### config.mk
export PLATFORM = sky130hd
export DESIGN_NAME = dsp_mac_sequencer
export DESIGN_NICKNAME = d
export VERILOG_FILES = /design/src/rtl/dsp_mac_sequencer.sv
export SDC_FILE = /design/constraint.sdc
export NUM_CORES = 1
export LEC_CHECK = 0
export CORE_ASPECT_RATIO = 0.6
export CORE_MARGIN = 2
export CORE_UTILIZATION = 40
export CTS_CLUSTER_SIZE = 16
export DETAILED_ROUTE_END_ITERATION = 10
export PLACE_DENSITY = 0.66
export SETUP_SLACK_MARGIN = 0.15
export SYNTH_ARGS = -nofsm -noshare
export SYNTH_HDL_FRONTEND = slang
export SYNTH_SLANG_ARGS = --single-unit
### constraint.sdc
create_clock -name CLK -period 2.95 [get_ports CLK]
set_clock_uncertainty 0.2 [all_clocks]
set_input_delay 0.4425 -clock CLK [delete_from_list [all_inputs] [get_ports CLK]]
set_output_delay 0.4425 -clock CLK [all_outputs]
set_load 0.01 [all_outputs]
### src/rtl/dsp_mac_sequencer.sv
// dsp_mac_sequencer: drives one DSP48A1 slice as a length-N multiply-accumulate
// engine. Operand beats are accepted over valid/ready and strobe CEA/CEB. A
// per-beat tag travels PIPE_LAT cycles so that CEP and OPMODE reach the
// post-adder in the same cycle as the matching product. P and the carry-in
// register are cleared at job start. The result handshake opens once the last
// accumulation has landed in PREG.
module dsp_mac_sequencer #(
  parameter int LEN_W    = 8,
  parameter int PIPE_LAT = 2
) (
  input  logic             CLK,
  input  logic             RST_N,
  input  logic             START,
  input  logic [LEN_W-1:0] LEN,
  input  logic             SUB,
  output logic             BUSY,
  input  logic             OP_VALID,
  output logic             OP_READY,
  output logic             CEA,
  output logic             CEB,
  output logic             CEM,
  output logic             CEP,
  output logic [7:0]       OPMODE,
  output logic             RSTP,
  output logic             RSTCARRYIN,
  output logic             CECARRYIN,
  output logic             RES_VALID,
  input  logic             RES_READY
);

  localparam logic [2:0] S_IDLE   = 3'd0;
  localparam logic [2:0] S_CLR    = 3'd1;
  localparam logic [2:0] S_RUN    = 3'd2;
  localparam logic [2:0] S_DRAIN  = 3'd3;
  localparam logic [2:0] S_RESULT = 3'd4;

  logic [2:0]          state_q, state_d;
  logic [LEN_W-1:0]    len_q, len_d;
  logic [LEN_W-1:0]    rem_q, rem_d;
  logic                sub_q, sub_d;
  logic [PIPE_LAT-1:0] tag_vld_q, tag_vld_d;
  logic [PIPE_LAT-1:0] tag_first_q, tag_first_d;

  logic accept;
  logic tags_empty;
  logic first_beat;

  assign OP_READY   = (state_q == S_RUN) && (rem_q != '0);
  assign accept     = OP_VALID & OP_READY;
  assign tags_empty = (tag_vld_q == '0);
  // The first beat of a job is the one taken while nothing has been consumed yet.
  assign first_beat = (rem_q == len_q);

  assign BUSY       = (state_q != S_IDLE);
  assign CEA        = accept;
  assign CEB        = accept;
  assign CEM        = BUSY;
  assign CEP        = tag_vld_q[PIPE_LAT-1];
  // Z selects 0 for the first beat so the accumulation restarts from the product.
  assign OPMODE     = CEP ? {sub_q, 3'b000, (tag_first_q[PIPE_LAT-1] ? 2'b00 : 2'b10), 2'b01}
                          : 8'h00;
  assign RSTP       = (state_q == S_CLR);
  assign RSTCARRYIN = (state_q == S_CLR);
  assign CECARRYIN  = 1'b0;
  // Once the tag pipe has emptied in DRAIN, PREG already holds the final sum,
  // so the result is offered in that cycle instead of waiting for RESULT.
  assign RES_VALID  = (state_q == S_RESULT) || ((state_q == S_DRAIN) && tags_empty);

  // Job sequencing: latch the job at START, count beats, wait for the tag pipe to empty.
  always_comb begin
    state_d = state_q;
    len_d   = len_q;
    rem_d   = rem_q;
    sub_d   = sub_q;
    case (state_q)
      S_IDLE: begin
        if (START) begin
          state_d = S_CLR;
          len_d   = LEN;
          rem_d   = LEN;
          sub_d   = SUB;
        end
      end
      S_CLR: begin
        state_d = (len_q == '0) ? S_DRAIN : S_RUN;
      end
      S_RUN: begin
        if (accept) begin
          rem_d = rem_q - LEN_W'(1);
          if (rem_q == LEN_W'(1)) begin
            state_d = S_DRAIN;
          end
        end
      end
      S_DRAIN: begin
        if (tags_empty) begin
          state_d = RES_READY ? S_IDLE : S_RESULT;
        end
      end
      S_RESULT: begin
        if (RES_READY) begin
          state_d = S_IDLE;
        end
      end
      default: state_d = S_IDLE;
    endcase
  end

  // Tag shift register: stage 0 takes the current beat, bubbles enter as invalid tags.
  always_comb begin
    tag_vld_d      = tag_vld_q;
    tag_first_d    = tag_first_q;
    tag_vld_d[0]   = accept;
    tag_first_d[0] = accept & first_beat;
    for (int i = 1; i < PIPE_LAT; i++) begin
      tag_vld_d[i]   = tag_vld_q[i-1];
      tag_first_d[i] = tag_first_q[i-1];
    end
  end

  // State and tag registers; reset abandons any job in flight.
  always_ff @(posedge CLK or negedge RST_N) begin
    if (!RST_N) begin
      state_q     <= S_IDLE;
      len_q       <= '0;
      rem_q       <= '0;
      sub_q       <= 1'b0;
      tag_vld_q   <= '0;
      tag_first_q <= '0;
    end else begin
      state_q     <= state_d;
      len_q       <= len_d;
      rem_q       <= rem_d;
      sub_q       <= sub_d;
      tag_vld_q   <= tag_vld_d;
      tag_first_q <= tag_first_d;
    end
  end

endmodule
==> flow_summary.toml <==
# synthesis and place-and-route metrics
[status]
outcome = "finished, final reports clean"

[finish]
fill_cells = 309
flop_area_um2 = 603
layout.nets = 200
logic_gates = 121
nNonClkBuffers = 29
flop-count = 24
seq_share_pct = 34.4
final-nonclk-buf-share_pct = 15.8
antenna_cells = 0

[timing]
finalMaxSlewViolations = 0
setup_tns_ns = 0
rsz0062_at_grt = "false"
tightestPinTransition_ns = 0.609
slew_headroom_pct = 59.3
timing.fmax_mhz = 378

[power]
finalPower_uw = 1810
vdd_drop_max_uv = 401
cellLeakagePower_uw = 0.000786
intPower_uw = 1050
p_sw_share_pct = 41.8
pwr-share-comb_pct = 45.4
seq_power_share_pct = 38.6

[synth]
ys_sh_simple_pct = 26.7
ys_types = 40
synth_top_area_share_pct = 41.4
yosys-top-cells-count = "28 x nand2_1, 24 x dfrtp_1, 18 x nor2_1"
async_flop_share_pct = 100
syn_avg_cell_area_um2 = 8.85
yosysTopAreaCell = "dfrtp_1"
ys_sh_adder_pct = 2.59
yosysChipArea_um2 = 1450
synth_seq_share_pct = 41.4

[clocking]
path_clk_slew_ns = 0.09
clockBufferDepth = 2
cts_root_buf = "clkbuf_8"
cts_buffers = 3
cts_sinks = 24

[route]
dr_wl_met3_um = 295
wl_met1_um = 1640
vias_per_cell = 5.56
drc = 0
top_layer_used = "met4"
firstDrtPassIters = 4
wl_met2_um = 1480

[floorplan]
boundaryPins = 32
initial_core_util_pct = 43.2
core_area_um2 = 3360
rows = 16

[global_route]
grt_pass1_wl_um = 5750
antenna_found_initial = 0

[critical_path]
slowest_delay_ns = 0.46
crit_slowest_cell = "dfrtp_2"

[hold_path]
min_path_type = "flop to flop"

[place]
place_congestion = 0.858
[flip-flops by register name, summed over array words and instances (netlist names)]
signal and flops:
len_q 8, rem_q 8, state_q 3, sub_q 1, tag_first_q 2, tag_vld_q 2
[power by group through the flow]
stage / combinational (uW) / sequential, uW / clock [uW]
detailed placement: 806 / 704 / 0
global placement: 784 / 691 / 0
finish: 820 / 697 / 290
floorplan: 672 / 566 / 0
global route: 919 / 729 / 320
CTS: 827 / 693 / 300
[final timing paths]
check,from,to,slack (ns),cells after the start
max,rem_q[0],CEB,0.30,5
max in group asynchronous,RST_N,state_q[1],1.96,2
min in group asynchronous,RST_N,state_q[2],0.33,2
min,tag_first_q[0],tag_first_q[1],0.15,0
max reg2reg,rem_q[0],rem_q[2],0.68,7
min reg2reg,tag_first_q[0],tag_first_q[1],0.15,0
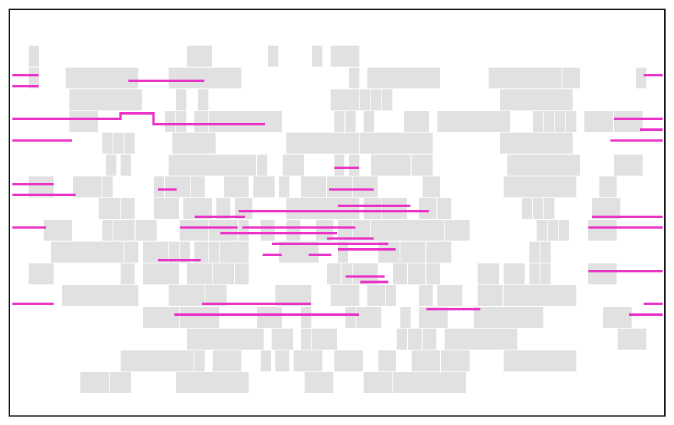
(the metal 3 layer)
Scale: 8 px per um. Cells faint in the background.
share of all routed wire = 8.6%
longest straight run = 23.5 um
main direction = horizontal
nets with wire on the layer = 33
wire length on this layer = 296 um

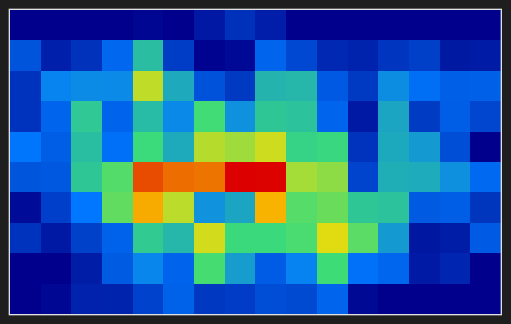
(routed metal per tile)
Scale: 6 px per um. 16 x 10 tiles, from dark blue (low) to red (high), scaled to the fullest tile. Values are wire area over tile area, all layers added.
mean over tiles = 0.14
fullest tile = 0.52
densest ninth of the die = center
tiles over half the peak = 16%
WL/cell: 15.2 um
vias after detailed routing: 1261

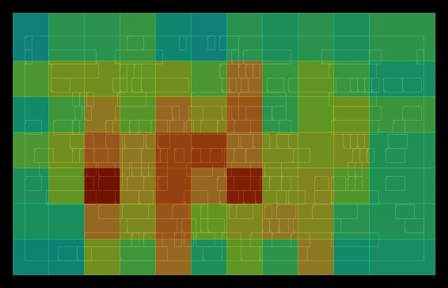
(routing congestion map)
met1 GRT Util: 25.9%
GR peak layer: met2
GRT Total Usage: 18.8%

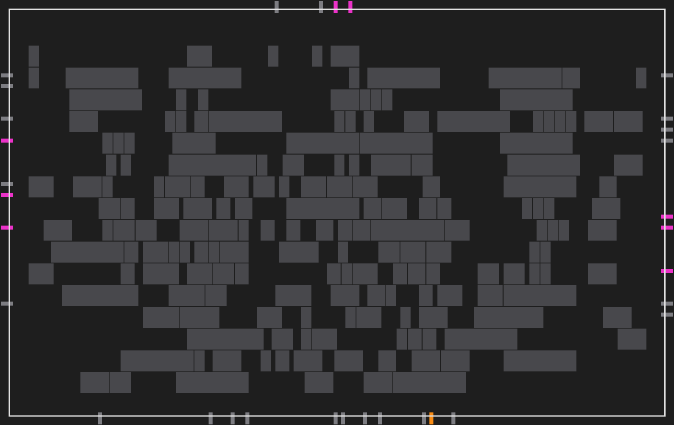
(pin placement)
Scale: 8 px per um. Pins as bars across the die edge, other pins in gray.
magenta -> LEN  # pins 8, direction input, edge 3 left, 3 right, 2 top
orange -> BUSY  # pins 1, direction output, edge bottom
all pins by edge = 11 bottom, 9 right, 8 left, 4 top
die width: 81.8 um
Die Y-Extent: 50.7 um
Port Buffers: 25

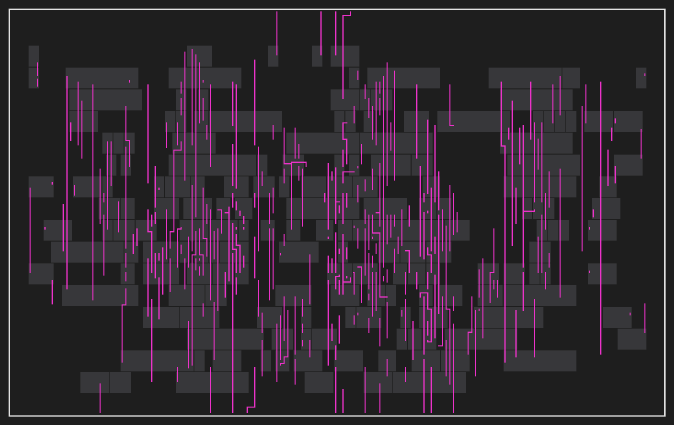
(metal 2)
Scale: 8 px per um. Cells faint in the background.
nets with wire on the layer = 168
longest straight run = 34.0 um
main direction = vertical
share of all routed wire = 43%
Post-Route WL: 3450 um
grt met2 use: 27.6%

Power is estimated from default activity; no workload was simulated.
